## config.mk

```make
export PLATFORM = sky130hd
export DESIGN_NAME = spike_rate_decoder_flat
export DESIGN_NICKNAME = d
export VERILOG_FILES = /design/src/rtl/spike_rate_decoder_if.sv /design/src/rtl/spike_rate_decoder.sv /design/src/flat_wrapper.sv
export SDC_FILE = /design/constraint.sdc
export NUM_CORES = 1
export LEC_CHECK = 0
export ABC_AREA = 1
export ABC_CLOCK_PERIOD_IN_PS = 5200
export CORE_ASPECT_RATIO = 0.8
export CORE_MARGIN = 8
export CORE_UTILIZATION = 56
export DETAILED_ROUTE_END_ITERATION = 10
export HOLD_SLACK_MARGIN = 0.02
export PLACE_DENSITY = 0.8
export SKIP_LAST_GASP = 1
export SYNTH_ARGS = -nofsm -noshare
export SYNTH_HDL_FRONTEND = slang
export SYNTH_SLANG_ARGS = --single-unit
```

## constraint.sdc

```tcl
create_clock -name clk -period 5.2 [get_ports clk]
set_input_delay 1.04 -clock clk [delete_from_list [all_inputs] [get_ports clk]]
set_output_delay 1.04 -clock clk [all_outputs]
set_load 0.1 [all_outputs]
```

## src/rtl/spike_rate_decoder_if.sv

```systemverilog
// Result bus of the spike-rate decoder: the valid/ready handshake together with
// the window result fields it qualifies.
`timescale 1ns/1ps
interface spike_rate_decoder_if #(
    parameter int NUM_NEURONS = 3,
    parameter int CNT_W       = 8
);
    localparam int IDX_W = (NUM_NEURONS > 1) ? $clog2(NUM_NEURONS) : 1;

    logic                         out_valid;
    logic                         out_ready;
    logic [NUM_NEURONS*CNT_W-1:0] spike_counts;
    logic [IDX_W-1:0]             winner;
    logic                         no_spikes;
    logic                         saturated;

    modport master (
        output out_valid, spike_counts, winner, no_spikes, saturated,
        input  out_ready
    );

    modport slave (
        input  out_valid, spike_counts, winner, no_spikes, saturated,
        output out_ready
    );
endinterface

```

## src/rtl/spike_rate_decoder.sv

```systemverilog
// Counts per-neuron spikes over a window of enable strobes and reports counts and winner.
// Optional: SPIKE_RATE_DECODER_AUTORESTART_EN re-arms the window on every handshake.
`timescale 1ns/1ps
module spike_rate_decoder #(
    parameter int NUM_NEURONS = 3,
    parameter int CNT_W       = 8,
    parameter int WIN_W       = 8
) (
    input  logic                   clk,
    input  logic                   rst_n,
    input  logic                   enable,
    input  logic [NUM_NEURONS-1:0] spike_in,
    input  logic [WIN_W-1:0]       window_len,
    input  logic                   start,
    output logic                   busy,
    spike_rate_decoder_if.master   res
);
    localparam int IDX_W = (NUM_NEURONS > 1) ? $clog2(NUM_NEURONS) : 1;

    typedef enum logic [1:0] {IDLE, COUNT, HOLD} state_t;

    state_t                             state_reg, state_next;
    logic                               load_win, count_step, finish_win, restart;
    logic [WIN_W:0]                     remaining_reg, len_ext, reload_val;
    logic [NUM_NEURONS-1:0][CNT_W-1:0]  cnt_reg, cnt_next;
    logic [NUM_NEURONS-1:0]             clip;
    logic                               sat_reg;
    logic [IDX_W-1:0]                   best_idx;
    logic [CNT_W-1:0]                   best_cnt;
    logic [NUM_NEURONS*CNT_W-1:0]       counts_out_reg;
    logic [IDX_W-1:0]                   winner_reg;
    logic                               no_spikes_reg, saturated_reg;

    // A zero length field encodes the full 2^WIN_W strobe window.
    assign len_ext = (window_len == '0) ? {1'b1, {WIN_W{1'b0}}} : {1'b0, window_len};

`ifdef SPIKE_RATE_DECODER_AUTORESTART_EN
    logic [WIN_W:0] reload_reg;
    always_ff @(posedge clk or negedge rst_n) begin
        if (!rst_n)        reload_reg <= '0;
        else if (load_win) reload_reg <= len_ext;
    end
    assign reload_val = reload_reg;
`else
    assign reload_val = len_ext;
`endif

    always_ff @(posedge clk or negedge rst_n) begin
        if (!rst_n) state_reg <= IDLE;
        else        state_reg <= state_next;
    end

    always_comb begin
        state_next = state_reg;
        load_win   = 1'b0;
        count_step = 1'b0;
        finish_win = 1'b0;
        restart    = 1'b0;
        case (state_reg)
            IDLE: if (start) begin
                load_win   = 1'b1;
                state_next = COUNT;
            end
            COUNT: if (enable) begin
                count_step = 1'b1;
                if (remaining_reg == (WIN_W+1)'(1)) begin
                    finish_win = 1'b1;
                    state_next = HOLD;
                end
            end
            HOLD: if (res.out_ready) begin
`ifdef SPIKE_RATE_DECODER_AUTORESTART_EN
                restart    = 1'b1;
                state_next = COUNT;
`else
                state_next = IDLE;
`endif
            end
            default: state_next = IDLE;
        endcase
    end

    // Saturating increment candidates; clip flags a spike lost to a full counter.
    for (genvar gi = 0; gi < NUM_NEURONS; gi++) begin : g_cnt
        assign clip[gi]     = spike_in[gi] & (&cnt_reg[gi]);
        assign cnt_next[gi] = (spike_in[gi] && !(&cnt_reg[gi])) ? cnt_reg[gi] + CNT_W'(1)
                                                                : cnt_reg[gi];
    end

    // Strict greater-than keeps the lowest index on ties and index 0 when all are zero.
    always_comb begin
        best_idx = '0;
        best_cnt = cnt_next[0];
        for (int i = 1; i < NUM_NEURONS; i++) begin
            if (cnt_next[i] > best_cnt) begin
                best_cnt = cnt_next[i];
                best_idx = IDX_W'(i);
            end
        end
    end

    always_ff @(posedge clk or negedge rst_n) begin
        if (!rst_n) begin
            remaining_reg <= '0;
            cnt_reg       <= '0;
            sat_reg       <= 1'b0;
        end else if (load_win) begin
            remaining_reg <= len_ext;
            cnt_reg       <= '0;
            sat_reg       <= 1'b0;
        end else if (restart) begin
            remaining_reg <= reload_val;
            cnt_reg       <= '0;
            sat_reg       <= 1'b0;
        end else if (count_step) begin
            remaining_reg <= remaining_reg - (WIN_W+1)'(1);
            cnt_reg       <= cnt_next;
            sat_reg       <= sat_reg | (|clip);
        end
    end

    always_ff @(posedge clk or negedge rst_n) begin
        if (!rst_n) begin
            counts_out_reg <= '0;
            winner_reg     <= '0;
            no_spikes_reg  <= 1'b0;
            saturated_reg  <= 1'b0;
        end else if (finish_win) begin
            counts_out_reg <= cnt_next;
            winner_reg     <= best_idx;
            no_spikes_reg  <= (best_cnt == '0);
            saturated_reg  <= sat_reg | (|clip);
        end
    end

    assign busy             = (state_reg != IDLE);
    assign res.out_valid    = (state_reg == HOLD);
    assign res.spike_counts = counts_out_reg;
    assign res.winner       = winner_reg;
    assign res.no_spikes    = no_spikes_reg;
    assign res.saturated    = saturated_reg;
endmodule

```

## src/flat_wrapper.sv

```systemverilog
// flat-port wrapper written by rule: the top's interface ports become plain ports
module spike_rate_decoder_flat 
#(
    parameter int NUM_NEURONS = 3,
    parameter int CNT_W       = 8,
    parameter int WIN_W       = 8
)
  (clk, rst_n, enable, spike_in, window_len, start, busy, res_out_valid, res_spike_counts, res_winner, res_no_spikes, res_saturated, res_out_ready);
  spike_rate_decoder_if #(.NUM_NEURONS(NUM_NEURONS), .CNT_W(CNT_W)) res_i ();
  input  logic clk;
  input  logic rst_n;
  input  logic enable;
  input  logic [NUM_NEURONS-1:0] spike_in;
  input  logic [WIN_W-1:0] window_len;
  input  logic start;
  output logic busy;
  output wire logic [$bits(res_i.out_valid)-1:0] res_out_valid;
  output wire logic [$bits(res_i.spike_counts)-1:0] res_spike_counts;
  output wire logic [$bits(res_i.winner)-1:0] res_winner;
  output wire logic [$bits(res_i.no_spikes)-1:0] res_no_spikes;
  output wire logic [$bits(res_i.saturated)-1:0] res_saturated;
  input wire logic [$bits(res_i.out_ready)-1:0] res_out_ready;
  assign res_out_valid = res_i.out_valid;
  assign res_spike_counts = res_i.spike_counts;
  assign res_winner = res_i.winner;
  assign res_no_spikes = res_i.no_spikes;
  assign res_saturated = res_i.saturated;
  assign res_i.out_ready = res_out_ready;
  spike_rate_decoder #(.NUM_NEURONS(NUM_NEURONS), .CNT_W(CNT_W), .WIN_W(WIN_W)) u_core (.clk(clk), .rst_n(rst_n), .enable(enable), .spike_in(spike_in), .window_len(window_len), .start(start), .busy(busy), .res(res_i));
endmodule
```

Fig. 1: cell density map
Scale: 3 px per um. The die is cut into 11 by 9 equal tiles; black is low, pale yellow is high, 0 to 100% covered.
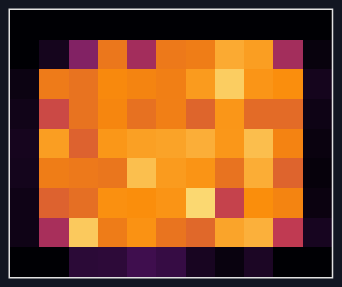
- nearly empty tiles: 17%
- mean over tiles: 46%
- fullest tile: 92%
- emptiest ninth of the die: upper left
post-layout util: 69.9%
core area: 6410 um2
Core Util at FP: 58.2%

Fig. 2: the metal 2 layer
Scale: 3 px per um.
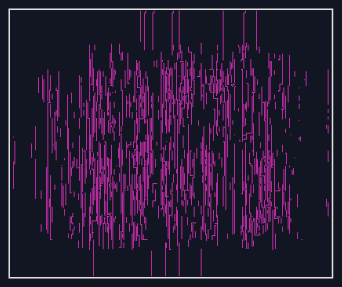
- main direction: vertical
- wire length on this layer: 4210 um
GRT met2 Usage: 32.5%
Via Count: 3273

Fig. 3: register map, names as in the netlist
Scale: 3 px per um. Other sequential cells in the stronger grey, the rest of the logic in the fainter grey.
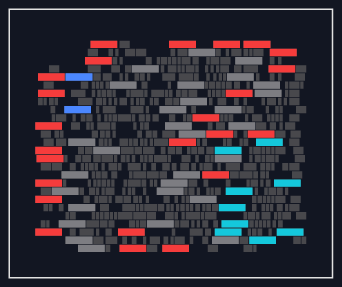
- blue: `u_core.res.winner` (placed flops 2)
- cyan: `u_core.remaining_reg` (placed flops 9)
- red: `u_core.res.spike_counts` (placed flops 24; where widely spread)
Reg area: 1600 um2
register share of the cell area: 35.7%
Seq. pwr: 0.725 mW

Fig. 4: clock routing
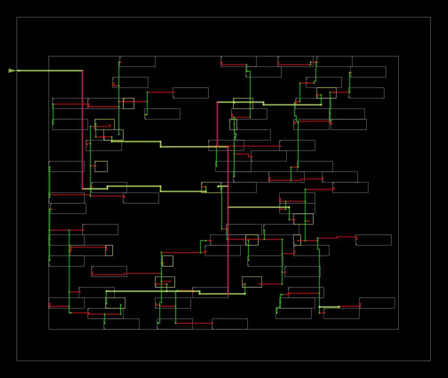
Latency at later pin: 0.36 ns
Num CTS Buffers: 9
Setup Skew: 0.0104 ns
clock sink count: 64
Clock buffer cells: 9

==> flow_summary.yaml <==
# synthesis and place-and-route metrics
synth:
  area_leaders: "dfrtp_1 43%, nand2_1 10%, inv_1 7.4%, ha_1 6.7%, xor2_1 4.5%"
  ys_sh_xor_pct: 4.70
  top_area_share_pct: 43.0
  mux_share_pct: 0
  ys_seq_share_pct: 43.0
  async_reset_ff_share_pct: 100
  synth-seq-cells: 64
cells_and_area:
  antenna_cells: 0
  largest_class: "multi-input combinational cells"
  sh_comb_area_pct: 40.1
  non_clock_buffer_count: 55
min_path:
  hold_start: "u_core.res.spike_counts[19]"
  holdPathStages: 2
  holdPathEnd: "u_core.res.spike_counts[19]"
  worstHoldPathType: "flop to flop"
worst_setup_path:
  slowest_stage: "clkdlybuf4s50_1"
  criticalPathCategory: "input port to flop"
  cp-end-kind: "flop"
  critPathLaunchType: "input port"
  critPathCapture: "u_core.res.no_spikes"
  r2r-start: "u_core.cnt_reg[1]"
global_route:
  grt_pass1_wl_um: 15800
  track_usage_pct: 21.0
  met3_usage_pct: 7.20
sta:
  hold_viol: 0
  drv_slew: 0
routing:
  ant_nets: 0
  wl_met3_um: 754
place:
  portBuffers: 45
  dp_cells: 594
floorplanning:
  die_w_um: 107
pwr:
  p_sw_share_pct: 53.3
  internal_power_mw: 1.43
run:
  drv_cap: 0
clock_network:
  htreeDepth: 3
  clk_pin_slew_ns: 0.08
run_status:
  run_status: "finished, final reports clean"
Power and IR drop assume default switching activity.
